$ cat config.mk
export PLATFORM = sky130hd
export DESIGN_NAME = branch_resolve_unit_flat
export DESIGN_NICKNAME = d
export VERILOG_FILES = /design/src/rtl/branch_resolve_unit_if.sv /design/src/rtl/branch_resolve_unit.sv /design/src/flat_wrapper.sv
export SDC_FILE = /design/constraint.sdc
export NUM_CORES = 1
export LEC_CHECK = 0
export CORE_AREA = 2 2 142 144
export CTS_CLUSTER_SIZE = 25
export DETAILED_ROUTE_END_ITERATION = 8
export DIE_AREA = 0 0 144 146
export PLACE_DENSITY = 0.8
export SLEW_MARGIN = 5
export SYNTH_ARGS = -nofsm -noshare
export SYNTH_HDL_FRONTEND = slang
export SYNTH_SLANG_ARGS = --single-unit
$ cat constraint.sdc
create_clock -name clk -period 3.6 [get_ports clk]
set_input_delay 0.72 -clock clk [delete_from_list [all_inputs] [get_ports clk]]
set_output_delay 0.72 -clock clk [all_outputs]
set_load 0.03 [all_outputs]
$ cat src/rtl/branch_resolve_unit_if.sv
// Signal bundle between the fetch/EX pipeline and branch_resolve_unit.
// master = pipeline side, slave = branch_resolve_unit.
interface branch_resolve_unit_if #(
    parameter int CNT_W = 32
);
    logic             stall;
    logic             flush_id;
    logic             if_btb_hit;
    logic [31:0]      if_pre_pc;
    logic             ex_is_br;
    logic             ex_taken;
    logic [31:0]      ex_br_npc;
    logic [31:0]      ex_pc;
    logic             redirect;
    logic [31:0]      redirect_pc;
    logic [1:0]       BTBflush;
    logic [31:0]      BrNPC;
    logic [31:0]      EXpc;
    logic [CNT_W-1:0] br_cnt;
    logic [CNT_W-1:0] miss_cnt;

    modport master (
        output stall, flush_id, if_btb_hit, if_pre_pc,
        output ex_is_br, ex_taken, ex_br_npc, ex_pc,
        input  redirect, redirect_pc, BTBflush, BrNPC, EXpc, br_cnt, miss_cnt
    );

    modport slave (
        input  stall, flush_id, if_btb_hit, if_pre_pc,
        input  ex_is_br, ex_taken, ex_br_npc, ex_pc,
        output redirect, redirect_pc, BTBflush, BrNPC, EXpc, br_cnt, miss_cnt
    );
endinterface

$ cat src/rtl/branch_resolve_unit.sv
// EX-stage branch resolution: carries BTB predictions to EX, redirects fetch on a
// mispredict, then issues a one-cycle BTB update. Define BHT_EN to gate updates with a 2-bit BHT.
module branch_resolve_unit #(
    parameter int IDX_W = 4,
    parameter int CNT_W = 32
) (
    input  logic clk,
    input  logic rst_n,
    branch_resolve_unit_if.slave bus
);

    typedef struct packed {
        logic        v;
        logic        hit;
        logic [31:0] ppc;
    } slot_t;

    typedef enum logic [1:0] {
        UPD_IDLE  = 2'b00,
        UPD_INVAL = 2'b01,
        UPD_WRITE = 2'b10
    } upd_e;

    localparam slot_t BUBBLE = slot_t'{v: 1'b0, hit: 1'b0, ppc: 32'd0};

    if (IDX_W < 1 || IDX_W > 30) begin : g_bad_idx_w
        $error("branch_resolve_unit: IDX_W must be in 1..30");
    end

    slot_t            id_q, ex_q;
    logic             redirect;
    logic [31:0]      redirect_pc;
    logic [31:0]      pc_plus4;
    logic             ex_live_br;
    upd_e             upd_raw, upd;
    upd_e             flush_q;
    logic [31:0]      br_npc_q, ex_pc_q;
    logic [CNT_W-1:0] br_cnt_q, miss_cnt_q;

    assign pc_plus4   = bus.ex_pc + 32'd4;
    assign ex_live_br = ex_q.v & bus.ex_is_br;

    // Mispredict = predicted direction differs from actual, or both taken with a stale target.
    always_comb begin
        // NOTE: every signal assigned here gets a default first, so no path infers a latch.
        redirect    = 1'b0;
        redirect_pc = '0;
        upd_raw     = UPD_IDLE;
        if (ex_q.v) begin
            if (bus.ex_is_br && bus.ex_taken) begin
                if (!ex_q.hit || (ex_q.ppc != bus.ex_br_npc)) begin
                    redirect    = 1'b1;
                    redirect_pc = bus.ex_br_npc;
                    upd_raw     = UPD_WRITE;
                end
            end else if (ex_q.hit) begin
                redirect    = 1'b1;
                redirect_pc = pc_plus4;
                upd_raw     = UPD_INVAL;
            end
        end
    end

`ifdef BHT_EN
    localparam int BHT_N = 2 ** IDX_W;

    logic [1:0]       bht_q [BHT_N];
    logic [IDX_W-1:0] bht_idx;
    logic [1:0]       bht_cur, bht_next;

    assign bht_idx = bus.ex_pc[IDX_W+1:2];
    assign bht_cur = bht_q[bht_idx];

    // Writes need a strong/weak-taken counter, branch invalidates need not-taken; aliases pass through.
    always_comb begin
        bht_next = bht_cur;
        if (bus.ex_taken) begin
            if (bht_cur != 2'b11) bht_next = bht_cur + 2'd1;
        end else if (bht_cur != 2'b00) begin
            bht_next = bht_cur - 2'd1;
        end
        upd = upd_raw;
        if (ex_live_br) begin
            if (upd_raw == UPD_WRITE && !bht_next[1]) upd = UPD_IDLE;
            if (upd_raw == UPD_INVAL &&  bht_next[1]) upd = UPD_IDLE;
        end
    end

    always_ff @(posedge clk or negedge rst_n) begin
        if (!rst_n) begin
            // NOTE: the table is built from flops so reset can clear it; a RAM macro could not be reset.
            for (int i = 0; i < BHT_N; i++) bht_q[i] <= 2'b01;
        end else if (ex_live_br) begin
            bht_q[bht_idx] <= bht_next;
        end
    end
`else
    assign upd = upd_raw;
`endif

    always_ff @(posedge clk or negedge rst_n) begin
        // NOTE: state uses non-blocking assignments so every flop samples pre-edge values.
        if (!rst_n) begin
            id_q <= BUBBLE;
            ex_q <= BUBBLE;
        end else if (redirect) begin
            id_q <= BUBBLE;
            ex_q <= BUBBLE;
        end else if (bus.stall) begin
            ex_q <= BUBBLE;
        end else begin
            ex_q <= id_q;
            id_q <= slot_t'{v:   ~bus.flush_id,
                            hit: bus.if_btb_hit & ~bus.flush_id,
                            ppc: bus.if_pre_pc};
        end
    end

    always_ff @(posedge clk or negedge rst_n) begin
        if (!rst_n) begin
            flush_q    <= UPD_IDLE;
            br_npc_q   <= '0;
            ex_pc_q    <= '0;
            br_cnt_q   <= '0;
            miss_cnt_q <= '0;
        end else begin
            flush_q <= upd;
            if (upd != UPD_IDLE) begin
                br_npc_q <= bus.ex_br_npc;
                ex_pc_q  <= bus.ex_pc;
            end
            if (ex_live_br && (br_cnt_q != '1))  br_cnt_q   <= br_cnt_q + CNT_W'(1);
            if (redirect && (miss_cnt_q != '1))  miss_cnt_q <= miss_cnt_q + CNT_W'(1);
        end
    end

    assign bus.redirect    = redirect;
    assign bus.redirect_pc = redirect_pc;
    assign bus.BTBflush    = flush_q;
    assign bus.BrNPC       = br_npc_q;
    assign bus.EXpc        = ex_pc_q;
    assign bus.br_cnt      = br_cnt_q;
    assign bus.miss_cnt    = miss_cnt_q;

endmodule

$ cat src/flat_wrapper.sv
// flat-port wrapper written by rule: the top's interface ports become plain ports
module branch_resolve_unit_flat 
#(
    parameter int IDX_W = 4,
    parameter int CNT_W = 32
)
  (clk, rst_n, bus_stall, bus_flush_id, bus_if_btb_hit, bus_if_pre_pc, bus_ex_is_br, bus_ex_taken, bus_ex_br_npc, bus_ex_pc, bus_redirect, bus_redirect_pc, bus_BTBflush, bus_BrNPC, bus_EXpc, bus_br_cnt, bus_miss_cnt);
  branch_resolve_unit_if #(.CNT_W(CNT_W)) bus_i ();
  input  logic clk;
  input  logic rst_n;
  input wire logic [$bits(bus_i.stall)-1:0] bus_stall;
  input wire logic [$bits(bus_i.flush_id)-1:0] bus_flush_id;
  input wire logic [$bits(bus_i.if_btb_hit)-1:0] bus_if_btb_hit;
  input wire logic [$bits(bus_i.if_pre_pc)-1:0] bus_if_pre_pc;
  input wire logic [$bits(bus_i.ex_is_br)-1:0] bus_ex_is_br;
  input wire logic [$bits(bus_i.ex_taken)-1:0] bus_ex_taken;
  input wire logic [$bits(bus_i.ex_br_npc)-1:0] bus_ex_br_npc;
  input wire logic [$bits(bus_i.ex_pc)-1:0] bus_ex_pc;
  output wire logic [$bits(bus_i.redirect)-1:0] bus_redirect;
  output wire logic [$bits(bus_i.redirect_pc)-1:0] bus_redirect_pc;
  output wire logic [$bits(bus_i.BTBflush)-1:0] bus_BTBflush;
  output wire logic [$bits(bus_i.BrNPC)-1:0] bus_BrNPC;
  output wire logic [$bits(bus_i.EXpc)-1:0] bus_EXpc;
  output wire logic [$bits(bus_i.br_cnt)-1:0] bus_br_cnt;
  output wire logic [$bits(bus_i.miss_cnt)-1:0] bus_miss_cnt;
  assign bus_i.stall = bus_stall;
  assign bus_i.flush_id = bus_flush_id;
  assign bus_i.if_btb_hit = bus_if_btb_hit;
  assign bus_i.if_pre_pc = bus_if_pre_pc;
  assign bus_i.ex_is_br = bus_ex_is_br;
  assign bus_i.ex_taken = bus_ex_taken;
  assign bus_i.ex_br_npc = bus_ex_br_npc;
  assign bus_i.ex_pc = bus_ex_pc;
  assign bus_redirect = bus_i.redirect;
  assign bus_redirect_pc = bus_i.redirect_pc;
  assign bus_BTBflush = bus_i.BTBflush;
  assign bus_BrNPC = bus_i.BrNPC;
  assign bus_EXpc = bus_i.EXpc;
  assign bus_br_cnt = bus_i.br_cnt;
  assign bus_miss_cnt = bus_i.miss_cnt;
  branch_resolve_unit #(.IDX_W(IDX_W), .CNT_W(CNT_W)) u_core (.clk(clk), .rst_n(rst_n), .bus(bus_i));
endmodule
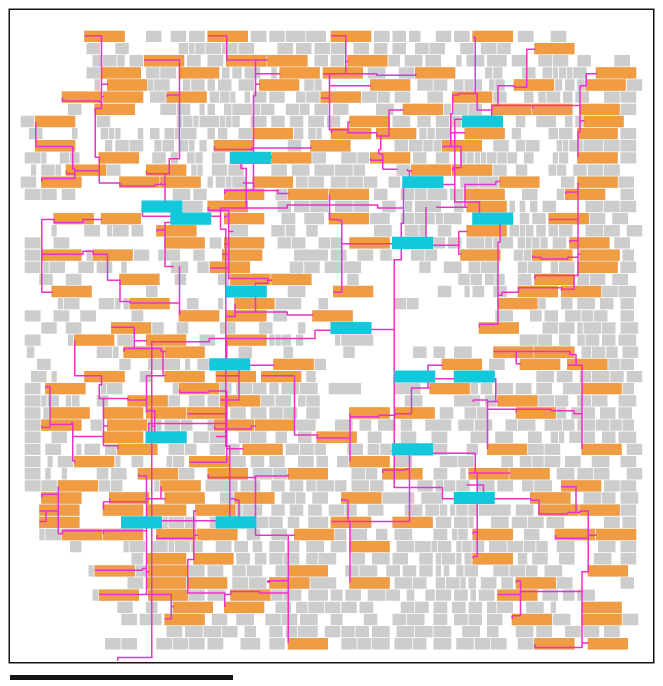
**Above:** run 1 (clock network drawn from the DEF).
Bar = 50 um.
flip-flops: shown in orange, count 198. cells driving clock nets: shown in cyan, count 17. clock wires: shown in magenta, length 2220 um.
There are 18 routed clock nets.
Clock power frac: 27.7%
Fin Clk Skew: 18.4 ps
clk pwr: 1860 uW

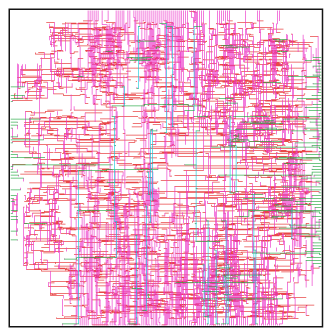
**Above:** run 1 (metal layers overlaid).
met1: shown in red, wire length 11400 um. met4: shown in cyan, wire length 865 um. met2: shown in magenta, wire length 12700 um. met3: shown in green, wire length 1370 um.
overall routing resource usage: 25.4%
Detailed Route WL: 26300 um
Routed WL per cell: 19.1 um
Vias: 7320

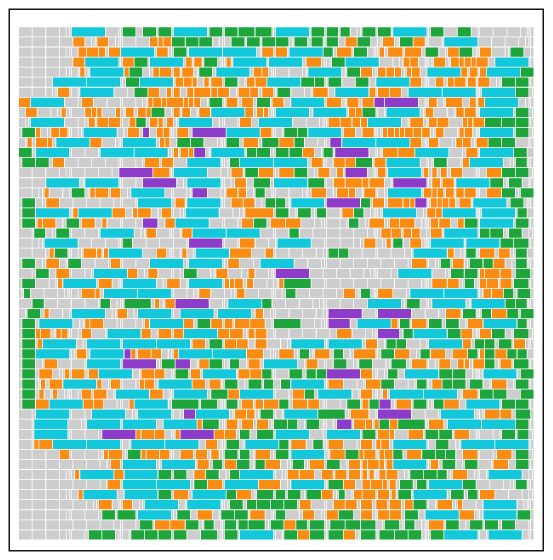
**Above:** run 1 (cell classes on the final placement).
Fill, decap, tap and diode cells in gray.
flip-flops: shown in cyan, cells 198, share of their area 38%. other buffers and delay cells: shown in green, cells 345, share of their area 26%. all other logic: shown in orange, cells 540, share of their area 32%. clock drivers and dummy loads: shown in purple, cells 32, share of their area 4.5%.

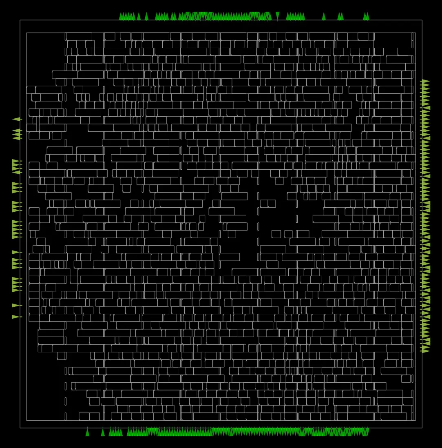
**Above:** run 1 (cell outlines without signal wires).
Tapcells: 265
row count: 51
fin util: 69.0%
fraction of area in registers: 37.2%

==> impl_metrics.toml, run 1 <==
# implementation run metrics
[logic_synthesis]
topCellsByArea = "dfrtp_1 54%, mux2_2 8.0%, xnor2_1 6.9%"
syn_inst = 777
ys_cells = 777
top_area_cell = "dfrtp_1"
syn_avg_cell_area_sq_um = 11.8
synthXorXnorAreaFrac_pct = 11.4
simple_gate_share_pct = 16.7
ff_type = "dfrtp_1"
synth.distinct_cells = 46
ys_seq_elements = 198
synthAoiAreaFrac_pct = 3.61
ys_sh_adder_pct = 0.409
synthTopLogicFamily = "simple AND/OR/NAND/NOR gates"
yosysMostFrequentCell = "dfrtp_1"
ys_area_sq_um = 9190
synth-edff-count = 0
netlist_top_cells_count = "198 x dfrtp_1, 72 x xnor2_1, 65 x mux2_2"
mux_share_pct = 11.6
syn_nets = 883
syn_area_sq_um = 9190

[final_timing]
slew_headroom_pct = 20.3
hold_viol = 0
maxSlewViolCount = 0
finalSetupTns_ps = 0
finalSetupViolations = 0
fin_ws_ps = 59.0
period_used_pct = 98.4

[grt]
first_global_vias = 7226
antenna_found_initial = 1
grt.met1_usage_pct = 34.0
grt.met2_usage_pct = 40.9
overflow = 0
top_usage_layer = "met2"
use_met3_pct = 4.84
grt_max_degree = 70
grt_first_pass_wirelength_um = 40800

[finish]
n_fill_cell = 1467
diodes = 1
num-nonclk-buffers = 345
inverters = 7
logic_gate_count = 533
largestClassByArea = "registers"
area_growth_pct = 45.1
lay_top_cells = "203 x clkdlybuf4s50_1, 198 x dfrtp_1, 84 x buf_4"
nets = 1208
comb_share_pct = 30.8
reg_top3 = "u_core.ex_q x34, u_core.id_q x34"
clkCellAreaFrac_pct = 4.35
layout_top_cell = "clkdlybuf4s50_1"
ff_count = 198
final-nonclk-buf-share_pct = 25.0
layout-drive-gt1-share_pct = 21.2
final_cells = 1381

[power]
power.density_nw_per_um2 = 502
static-leakage-power_uw = 0.00597
p_sw_share_pct = 33.6
p_int_uw = 4450
p_seq_uw = 2810
ir_drop_v = 0.000292
p_seq_share_pct = 41.9
p_comb_uw = 2030
top_power_group = "sequential cells"
combPwrFrac_pct = 30.3

[critical_path]
critical_path_class = "in2out"
reg2reg_to = "u_core.bus.miss_cnt[1]"
ff2ff_path_depth = 6
slowest_delay_ps = 490
path_cells = "clkdlybuf4s50_1 > xnor2_1 > nand4_1 > nor4_2 > nand3_1 > and3_4 > buf_12 > buf_4 > a22o_1 > buf_12"
crit_path_max_fanout = 31
arrival_ps = 2820
cp-start-kind = "primary input"
cp-endpoint = "bus_redirect_pc[31]"
path_common_cell = "buf_12"
setup.worst_path.start = "bus_ex_br_npc[16]"
crit_family = "buffers and inverters"
crit_buf_inv = 4
crit_slowest_cell = "clkdlybuf4s50_1"
endpoint_kind = "output pin"
reg2reg_from = "u_core.bus.miss_cnt[0]"
crit_required_ps = 2880
path_depth = 10

[cts]
clockBufferDepth = 2
tritoncts = "yes"
cts_num_sinks = 198
cts_max_level = 4
holdBufCountCts = 0
clk_pin_slew_worst_paths_ps = 80
clk_latency_ps = 440
cts_setup_buffers = 6
cts_made_buffers = 17
cts.repair.resized = 81
root_buffer = "clkbuf_16"

[placed_design]
routabilityCongestion = 0.922
dp.cells = 1343
post-place-ws_ps = -348
dpl_cell_area_sq_um = 12600
numPortBuffers = 265

[detailed_routing]
firstDrtPassIters = 5
met3_length_um = 1370
wl_met2_um = 12700
drtIter0Drc = 483
top_layer_used = "met4"
remaining_drc_errors = 0
m1WireLength_um = 11400
via_per_inst = 5.30
antenna_left = 0

[job]
tool_warnings = 26
maxCapViolations = 0

[outcome]
outcome = "finished, final reports clean"

[floorplanning]
die_h_um = 146
die-area_sq_um = 21000
core_area_sq_um = 19300
fp.dieW_um = 144
boundaryPins = 266

[worst_hold_path]
hp-class = "in2async"
**Run 1: pin map**

Pins as bars across the die edge, other pins in gray.
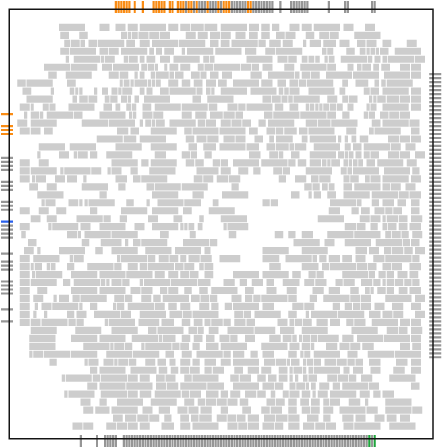

==> run 2, diff against run 1 <==
- CORE_AREA: 2 2 142 144 -> 2 2 133 135
- DIE_AREA: 0 0 144 146 -> 0 0 135 137
- DONT_BUFFER_PORTS: default -> 1
- PLACE_DENSITY: 0.8 -> 0.73
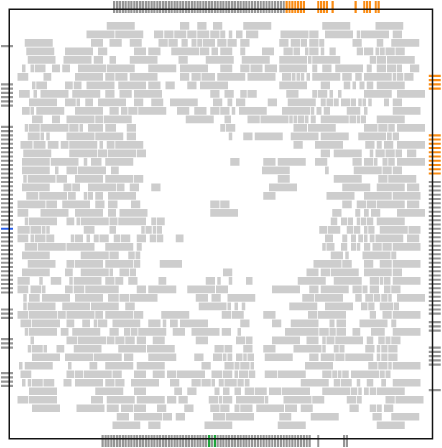
**Above:** run 2 (pin map).
Pins as bars across the die edge, other pins in gray.
bus_ex_taken: shown in blue, pins 1, direction input, edge left. bus_BTBflush: shown in green, pins 2, direction output, edge bottom. bus_br_cnt: shown in orange, pins 32, direction output, edge 18 top, 14 right.

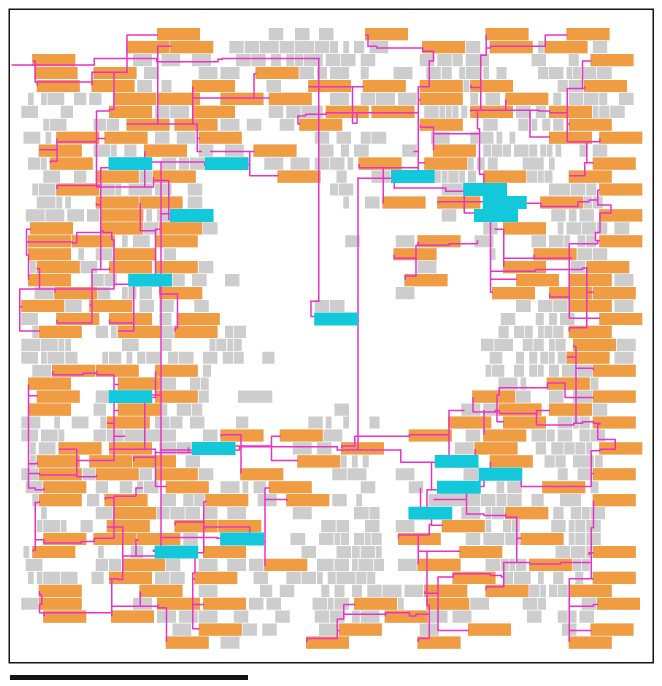
**Above:** run 2 (clock network drawn from the DEF).
Bar = 50 um.
clk pwr: 1950 uW
Clock Latency Late Sink: 430 ps

==> impl_metrics.toml, run 2 <==
# implementation run metrics
[critical_path]
ff2ff_path_depth = 7
reg2reg_to = "u_core.bus.miss_cnt[4]"
path_depth = 6
path_common_cell = "and4_1"
cp-endpoint = "bus_redirect_pc[31]"
arrival_ps = 2520
slowest_delay_ps = 490
path_cells = "and4_1 > and4_1 > and3_1 > or4b_1 > xnor2_1 > a22o_1"
critical_path_class = "in2out"
crit_required_ps = 2880
crit_path_max_fanout = 5
reg2reg_from = "u_core.bus.miss_cnt[3]"

[detailed_routing]
antenna_left = 0
met3_length_um = 1700
via_per_inst = 6.05
drtIter0Drc = 309
vias = 6076
wl_met2_um = 11200
wl_per_cell_um = 22.2
firstDrtPassIters = 4
top_layer_used = "met4"

[finish]
reg_top3 = "u_core.ex_q x34, u_core.id_q x34"
lay_top_cells = "198 x dfrtp_1, 72 x xnor2_1, 65 x mux2_2"
nets = 873
layout_top_cell = "dfrtp_1"
layout-drive-gt1-share_pct = 15.3
num-nonclk-buffers = 10
utilization_pct = 58.5
seq_area_share_pct = 49.7
inverters = 7
largestClassByArea = "registers"
diodes = 0
n_fill_cell = 1424
logic_gate_count = 533

[cts]
cts_made_buffers = 17
clockBufferDepth = 2
cts.repair.resized = 0
root_buffer = "clkbuf_16"
cts_max_level = 4
tritoncts = "yes"
cts_num_sinks = 198

[final_timing]
fin_skew_ps = 10.9
period_used_pct = 90.0
fin_ws_ps = 361
hold_viol = 28
whs_ps = -27.4
maxSlewViolCount = 0
finalSetupTns_ps = 0
finalSetupViolations = 0
slew_headroom_pct = 54.5

[grt]
use_met3_pct = 8.22
grt_first_pass_wirelength_um = 33800
first_global_vias = 6041
overflow = 0
antenna_found_initial = 0
grt.met1_usage_pct = 28.4
grt_max_degree = 199
track_usage_pct = 23.9
grt.met2_usage_pct = 40.2

[logic_synthesis]
synthAoiAreaFrac_pct = 3.61
simple_gate_share_pct = 16.7
synthXorXnorAreaFrac_pct = 11.4
ys_cells = 777
synthTopLogicFamily = "simple AND/OR/NAND/NOR gates"
netlist_top_cells_count = "198 x dfrtp_1, 72 x xnor2_1, 65 x mux2_2"
top_area_cell = "dfrtp_1"
ys_seq_elements = 198
synth-edff-count = 0
ys_sh_adder_pct = 0.409
syn_area_sq_um = 9190
synth.distinct_cells = 46
syn_avg_cell_area_sq_um = 11.8

[power]
p_seq_uw = 3460
combPwrFrac_pct = 9.1
static-leakage-power_uw = 0.00444
p_sw_share_pct = 33.2
power.density_nw_per_um2 = 596
pwr-share-clk_pct = 32.8
p_int_uw = 3970
p_seq_share_pct = 58.1

[floorplanning]
n_tap_cell = 225
core.rowCount = 48
core_area_sq_um = 17100
die_h_um = 137

[outcome]
violations = "hold timing"
outcome = "complete, but fails checks"

[worst_hold_path]
hp-class = "in2async"

[job]
tool_warnings = 30
maxCapViolations = 0

[placed_design]
numPortBuffers = 0
post-place-ws_ps = 379
routabilityCongestion = 0.941
dp.cells = 973
Power is estimated from default activity; no workload was simulated.
